### Pin placement, run 1

Pins as bars across the die edge, other pins in gray.
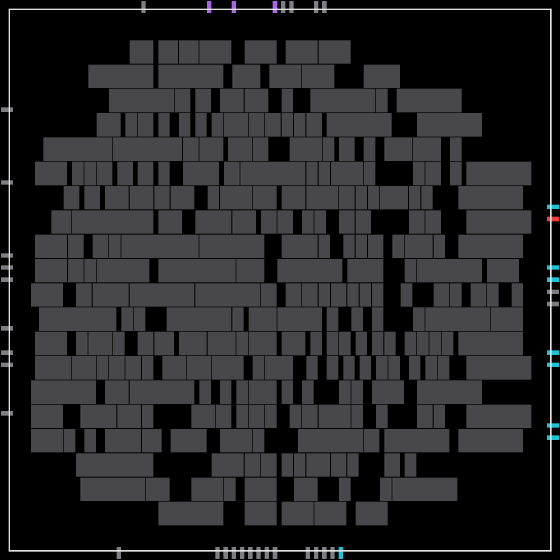
### Where the registers sit, run 1

The bar under the picture is 20 um long.
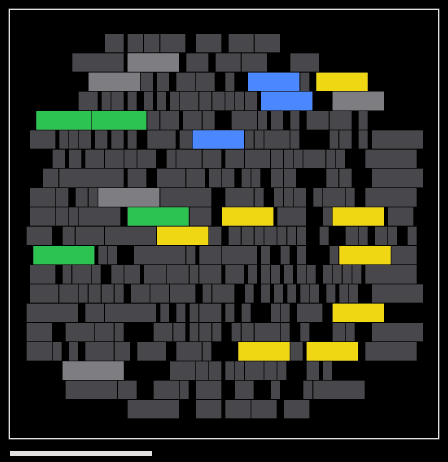
### Metal layers overlaid, run 1

Only two layers are drawn.
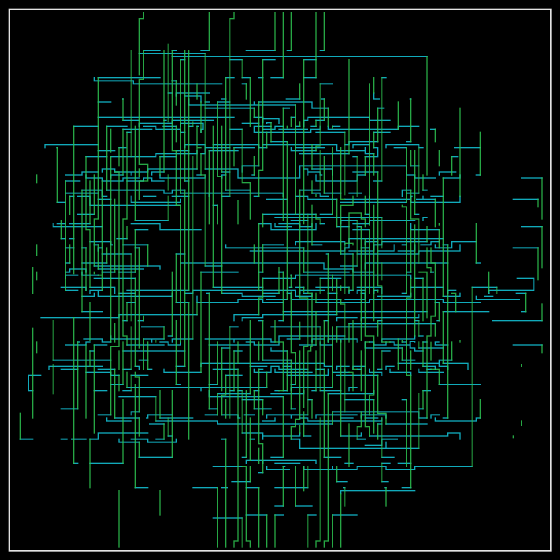
<file path="src/rtl/iter_shift_unit_pkg.sv">
// Shared types and helpers for the iterative shifter.
// SHIFT_ROTATE_EN: when defined, ROR/ROL are legal operations.
package shift_unit_pkg;

  typedef enum logic [2:0] {
    OP_SRL = 3'b000,
    OP_SLL = 3'b001,
    OP_SRA = 3'b010,
    OP_ROR = 3'b011,
    OP_ROL = 3'b100
  } shift_op_e;

  typedef enum logic [1:0] {
    IDLE,
    SHIFT,
    DONE
  } shift_state_e;

  // Whether a raw SHIFT_FUN code names an implemented operation.
  function automatic logic op_legal(input logic [2:0] fun);
    logic ok;
    ok = 1'b0;
    case (fun)
      OP_SRL, OP_SLL, OP_SRA: ok = 1'b1;
`ifdef SHIFT_ROTATE_EN
      OP_ROR, OP_ROL:         ok = 1'b1;
`endif
      default:                ok = 1'b0;
    endcase
    return ok;
  endfunction

  // Number of single-bit positions actually shifted: rotates wrap modulo
  // the width, everything else saturates at the width.
  function automatic int unsigned eff_amount(input logic [2:0] fun,
                                             input int unsigned shamt,
                                             input int unsigned width);
`ifdef SHIFT_ROTATE_EN
    if (fun == OP_ROR || fun == OP_ROL) return shamt % width;
`endif
    return (shamt > width) ? width : shamt;
  endfunction

endpackage

</file>
<file path="src/rtl/iter_shift_unit_if.sv">
// Request/response bundle of the iterative shifter.
interface iter_shift_unit_if #(
  parameter int WIDTH   = 8,
  parameter int SHAMT_W = $clog2(WIDTH) + 1
);
  logic [WIDTH-1:0]   A;
  logic [WIDTH-1:0]   B;
  logic               SRC_SEL;
  logic [2:0]         SHIFT_FUN;
  logic [SHAMT_W-1:0] SHAMT;
  logic               IN_VALID;
  logic               IN_READY;
  logic [WIDTH-1:0]   SHIFT_OUT;
  logic               CARRY_OUT;
  logic               ERR;
  logic               OUT_VALID;
  logic               OUT_READY;
  logic               SHIFT_Flag;

  modport master (
    output A, B, SRC_SEL, SHIFT_FUN, SHAMT, IN_VALID, OUT_READY,
    input  IN_READY, SHIFT_OUT, CARRY_OUT, ERR, OUT_VALID, SHIFT_Flag
  );

  modport slave (
    input  A, B, SRC_SEL, SHIFT_FUN, SHAMT, IN_VALID, OUT_READY,
    output IN_READY, SHIFT_OUT, CARRY_OUT, ERR, OUT_VALID, SHIFT_Flag
  );
endinterface

</file>
<file path="src/rtl/iter_shift_unit_shift_step.sv">
// One combinational step: shifts {carry,data} by k (0..STEP) bits.
// SHIFT_ROTATE_EN: when defined, the rotate paths are built.
module shift_step
  import shift_unit_pkg::*;
#(
  parameter int WIDTH = 8,
  parameter int STEP  = 1,
  parameter int KW    = $clog2(STEP + 1)
) (
  input  logic [WIDTH:0]   din,
  input  logic [KW-1:0]    k,
  input  shift_op_e        op,
  output logic [WIDTH:0]   dout
);

  logic [WIDTH-1:0] d;
  logic [WIDTH-1:0] rsh1;
  logic [WIDTH-1:0] lsh1;

  assign d = din[WIDTH-1:0];
  // Shifted by k-1 so the last bit leaving the word sits at an edge.
  assign rsh1 = d >> (32'(k) - 32'd1);
  assign lsh1 = d << (32'(k) - 32'd1);

  // Select the per-op result; k == 0 passes the word through.
  always_comb begin
    dout = din;
    if (k != '0) begin
      case (op)
        OP_SRL: dout = {rsh1[0], rsh1 >> 1};
        OP_SRA: dout = {rsh1[0], WIDTH'($signed(d) >>> k)};
        OP_SLL: dout = {lsh1[WIDTH-1], lsh1 << 1};
`ifdef SHIFT_ROTATE_EN
        OP_ROR: dout = {rsh1[0], (d >> k) | (d << (WIDTH - 32'(k)))};
        OP_ROL: dout = {lsh1[WIDTH-1], (d << k) | (d >> (WIDTH - 32'(k)))};
`endif
        default: dout = din;
      endcase
    end
  end

endmodule

</file>
<file path="src/rtl/iter_shift_unit.sv">
// Multi-cycle shifter, STEP bits per clock, valid/ready on both sides.
// SHIFT_ROTATE_EN: when defined, ROR/ROL are implemented; otherwise illegal.
module iter_shift_unit
  import shift_unit_pkg::*;
#(
  parameter int WIDTH   = 8,
  parameter int STEP    = 1,
  parameter int SHAMT_W = $clog2(WIDTH) + 1
) (
  input logic              CLK,
  input logic              RST,
  iter_shift_unit_if.slave bus
);

  localparam int KW = $clog2(STEP + 1);

  shift_state_e       state_q, state_d;
  shift_op_e          op_q;
  logic [WIDTH-1:0]   data_q;
  logic               carry_q;
  logic               err_q;
  logic               over_q;
  logic [SHAMT_W-1:0] rem_q;

  logic [WIDTH-1:0]   operand;
  logic               legal;
  logic [SHAMT_W-1:0] eff;
  logic [KW-1:0]      k;
  logic               last_step;
  logic [WIDTH:0]     step_out;

  assign operand   = bus.SRC_SEL ? bus.B : bus.A;
  assign legal     = op_legal(bus.SHIFT_FUN);
  assign eff       = SHAMT_W'(eff_amount(bus.SHIFT_FUN, 32'(bus.SHAMT), WIDTH));
  assign k         = (rem_q < SHAMT_W'(STEP)) ? KW'(rem_q) : KW'(STEP);
  assign last_step = (rem_q <= SHAMT_W'(STEP));

  shift_step #(
    .WIDTH (WIDTH),
    .STEP  (STEP)
  ) u_step (
    .din  ({carry_q, data_q}),
    .k    (k),
    .op   (op_q),
    .dout (step_out)
  );

  // State register.
  always_ff @(posedge CLK) begin
    if (RST) state_q <= IDLE;
    else     state_q <= state_d;
  end

  // Next-state logic.
  always_comb begin
    state_d = state_q;
    case (state_q)
      IDLE:    if (bus.IN_VALID) state_d = (!legal || eff == '0) ? DONE : SHIFT;
      SHIFT:   if (last_step)    state_d = DONE;
      DONE:    if (bus.OUT_READY) state_d = IDLE;
      default: state_d = IDLE;
    endcase
  end

  // Operand capture and iterative shifting.
  // Amounts past WIDTH are saturated to WIDTH so latency stays bounded;
  // over_q restores the zero carry that SRL/SLL would have produced.
  always_ff @(posedge CLK) begin
    if (RST) begin
      op_q    <= OP_SRL;
      data_q  <= '0;
      carry_q <= 1'b0;
      err_q   <= 1'b0;
      over_q  <= 1'b0;
      rem_q   <= '0;
    end else begin
      case (state_q)
        IDLE: begin
          if (bus.IN_VALID) begin
            op_q    <= shift_op_e'(bus.SHIFT_FUN);
            data_q  <= legal ? operand : '0;
            carry_q <= 1'b0;
            err_q   <= !legal;
            over_q  <= (bus.SHIFT_FUN == OP_SRL || bus.SHIFT_FUN == OP_SLL) &&
                       (bus.SHAMT > SHAMT_W'(WIDTH));
            rem_q   <= eff;
          end
        end
        SHIFT: begin
          data_q  <= step_out[WIDTH-1:0];
          carry_q <= (last_step && over_q) ? 1'b0 : step_out[WIDTH];
          rem_q   <= rem_q - SHAMT_W'(k);
        end
        default: ;
      endcase
    end
  end

  assign bus.IN_READY   = (state_q == IDLE) && !RST;
  assign bus.OUT_VALID  = (state_q == DONE);
  assign bus.SHIFT_Flag = (state_q == SHIFT);
  assign bus.SHIFT_OUT  = data_q;
  assign bus.CARRY_OUT  = carry_q;
  assign bus.ERR        = err_q;

endmodule

</file>
<file path="src/flat_wrapper.sv">
// flat-port wrapper written by rule: the top's interface ports become plain ports
module iter_shift_unit_flat import shift_unit_pkg::*;
#(
  parameter int WIDTH   = 8,
  parameter int STEP    = 1,
  parameter int SHAMT_W = $clog2(WIDTH) + 1
)
  (CLK, RST, bus_A, bus_B, bus_SRC_SEL, bus_SHIFT_FUN, bus_SHAMT, bus_IN_VALID, bus_OUT_READY, bus_IN_READY, bus_SHIFT_OUT, bus_CARRY_OUT, bus_ERR, bus_OUT_VALID, bus_SHIFT_Flag);
  iter_shift_unit_if #(.WIDTH(WIDTH), .SHAMT_W(SHAMT_W)) bus_i ();
  input logic CLK;
  input logic RST;
  input wire logic [$bits(bus_i.A)-1:0] bus_A;
  input wire logic [$bits(bus_i.B)-1:0] bus_B;
  input wire logic [$bits(bus_i.SRC_SEL)-1:0] bus_SRC_SEL;
  input wire logic [$bits(bus_i.SHIFT_FUN)-1:0] bus_SHIFT_FUN;
  input wire logic [$bits(bus_i.SHAMT)-1:0] bus_SHAMT;
  input wire logic [$bits(bus_i.IN_VALID)-1:0] bus_IN_VALID;
  input wire logic [$bits(bus_i.OUT_READY)-1:0] bus_OUT_READY;
  output wire logic [$bits(bus_i.IN_READY)-1:0] bus_IN_READY;
  output wire logic [$bits(bus_i.SHIFT_OUT)-1:0] bus_SHIFT_OUT;
  output wire logic [$bits(bus_i.CARRY_OUT)-1:0] bus_CARRY_OUT;
  output wire logic [$bits(bus_i.ERR)-1:0] bus_ERR;
  output wire logic [$bits(bus_i.OUT_VALID)-1:0] bus_OUT_VALID;
  output wire logic [$bits(bus_i.SHIFT_Flag)-1:0] bus_SHIFT_Flag;
  assign bus_i.A = bus_A;
  assign bus_i.B = bus_B;
  assign bus_i.SRC_SEL = bus_SRC_SEL;
  assign bus_i.SHIFT_FUN = bus_SHIFT_FUN;
  assign bus_i.SHAMT = bus_SHAMT;
  assign bus_i.IN_VALID = bus_IN_VALID;
  assign bus_i.OUT_READY = bus_OUT_READY;
  assign bus_IN_READY = bus_i.IN_READY;
  assign bus_SHIFT_OUT = bus_i.SHIFT_OUT;
  assign bus_CARRY_OUT = bus_i.CARRY_OUT;
  assign bus_ERR = bus_i.ERR;
  assign bus_OUT_VALID = bus_i.OUT_VALID;
  assign bus_SHIFT_Flag = bus_i.SHIFT_Flag;
  iter_shift_unit #(.WIDTH(WIDTH), .STEP(STEP), .SHAMT_W(SHAMT_W)) u_core (.CLK(CLK), .RST(RST), .bus(bus_i));
endmodule
</file>
<file path="config.mk">
export PLATFORM = sky130hd
export DESIGN_NAME = iter_shift_unit_flat
export DESIGN_NICKNAME = d
export VERILOG_FILES = /design/src/rtl/iter_shift_unit_pkg.sv /design/src/rtl/iter_shift_unit_if.sv /design/src/rtl/iter_shift_unit_shift_step.sv /design/src/rtl/iter_shift_unit.sv /design/src/flat_wrapper.sv
export SDC_FILE = /design/constraint.sdc
export NUM_CORES = 1
export LEC_CHECK = 0
export ABC_AREA = 1
export CAP_MARGIN = 5
export CORE_MARGIN = 2
export CORE_UTILIZATION = 42
export DETAILED_ROUTE_END_ITERATION = 16
export HOLD_SLACK_MARGIN = 0.05
export PLACE_DENSITY = 0.76
export SLEW_MARGIN = 5
export SYNTH_ARGS = -nofsm -noshare
export SYNTH_HDL_FRONTEND = slang
export SYNTH_SLANG_ARGS = --single-unit
</file>
<file path="constraint.sdc">
create_clock -name CLK -period 1.4 [get_ports CLK]
set_input_delay 0.21 -clock CLK [delete_from_list [all_inputs] [get_ports CLK]]
set_output_delay 0.21 -clock CLK [all_outputs]
set_load 0.05 [all_outputs]
</file>
==> impl_metrics.ini, run 1 <==
; flow metrics
[logic_synthesis]
ys_types = 27
ys_cells = 205
yosysMostFrequentCell = nand2_1

[run_status]
status = finished with violations
violations = negative setup slack

[cells_and_area]
largest_reg_flops = 8
comb_cells = 157
clk_share_pct = 1.640

[route]
drt_pass1_iterations = 4
met3_wirelength_um = 161

[clock_network]
htreeDepth = 1

[timing]
final.setup.tns_ns = -0.002102
layout_setup_ws_ns = -0.002102
setup_violations = 1

[critical_path]
crit_chain = nor2_4, nand2_2, inv_2, nor2_4, ha_4, xnor2_2, o21ai_1, nand2_1, a21oi_1

[worst_hold_path]
holdCritStartpoint = u_core.rem_q[3]

[place]
place_inst = 301

[grt]
antenna_found_initial = 0
met1_usage_pct = 25.81

[die]
rows = 20
die-area_mm2 = 0.003655

[power_and_ir_drop]
switching_power_w = 0.0007737
vdd_drop_max_mv = 0.4422
leakagePower_nw = 0.9319
About 'Pin placement':
bus_CARRY_OUT: shown in red, pins 1, direction output, edge right. bus_SHIFT_FUN: shown in purple, pins 3, direction input, edge top. bus_SHIFT_OUT: shown in cyan, pins 8, direction output, edge 7 right, 1 bottom.
All pins by edge: 14 bottom, 10 right, 9 left, 8 top.
Die Y-Extent: 60.46 um
port bufs: 40

About 'Where the registers sit':
u_core.rem_q: shown in green, sequential cells 4. u_core.op_q: shown in blue, sequential cells 3. u_core.bus.SHIFT_OUT: shown in yellow, sequential cells 8.
area occupied by registers: 417.9 um^2
P_seq: 0.000702 W
Final Util: 72.46%

About 'Metal layers overlaid':
M1: shown in cyan, wire length 1580 um. M2: shown in green, wire length 1990 um.
Overall Global Routing Usage: 20.38%
routed vias: 1533
WL/cell: 12.13 um
total wire length: 3783 um

==> run 1 -> run 2 <==
- CTS_CLUSTER_SIZE: unset -> 16
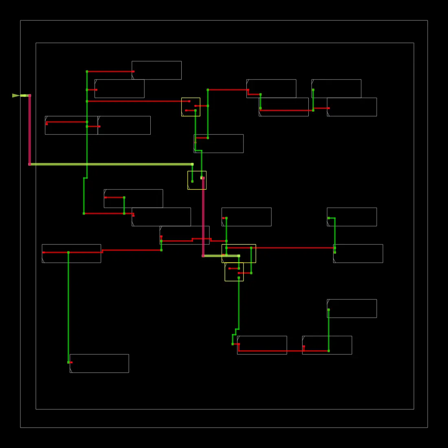
*The clock network, run 2*
Clock Sinks: 20
TritonCTS buffer count: 3
Clk power: 0.000358 W
worst skew pair latency: 0.31 ns
FFs & Latches: 20

==> run 2 against run 1 <==
The run still ends with negative setup slack left. Core utilization is the same. Combinational power is essentially flat. First-iteration DRC count is the same. Routed wire length is the same. Hold slack is the same. Flip-flop count is the same. Die size is the same. Clock power is essentially flat. Synthesized cell count is the same. Sequential power is essentially flat.
==> impl_metrics.ini, run 2 <==
; flow metrics
[logic_synthesis]
ys_cells = 205
yosysMostFrequentCell = nand2_1

[die]
die_h_um = 60.46
rows = 20

[route]
num_vias = 1533

[run_status]
violations = negative setup slack
status = finished with violations

[critical_path]
crit_chain = nor2_4, nand2_2, inv_2, nor2_4, ha_4, xnor2_2, o21ai_1, nand2_1, a21oi_1

[cells_and_area]
final_util_pct = 72.46
clk_share_pct = 1.640
comb_cells = 157
largest_reg_flops = 8

[grt]
antenna_found_initial = 0
met1_usage_pct = 25.81

[timing]
layout_setup_ws_ns = -0.002102
setup_violations = 1
final.setup.tns_ns = -0.002102

[power_and_ir_drop]
pg_seq_w = 0.000702
vdd_drop_max_mv = 0.4422

[place]
place.port_buffers = 40
place_inst = 301
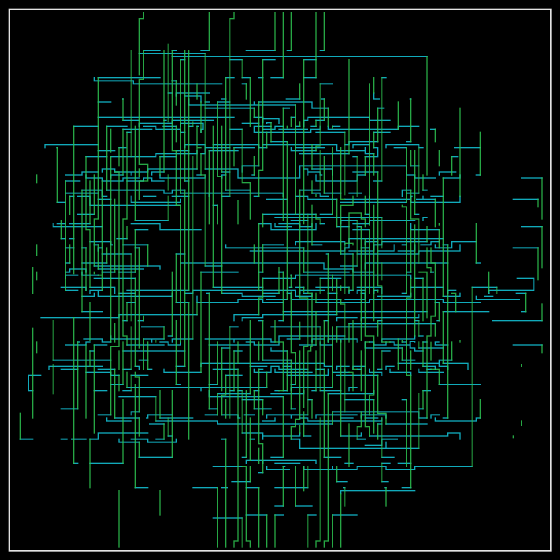
*Metal layers overlaid, run 2*
Only two layers are drawn.
M2: shown in green, wire length 1990 um. M1: shown in cyan, wire length 1580 um.

Power figures rest on the tool's default switching activity, not on a simulated workload.
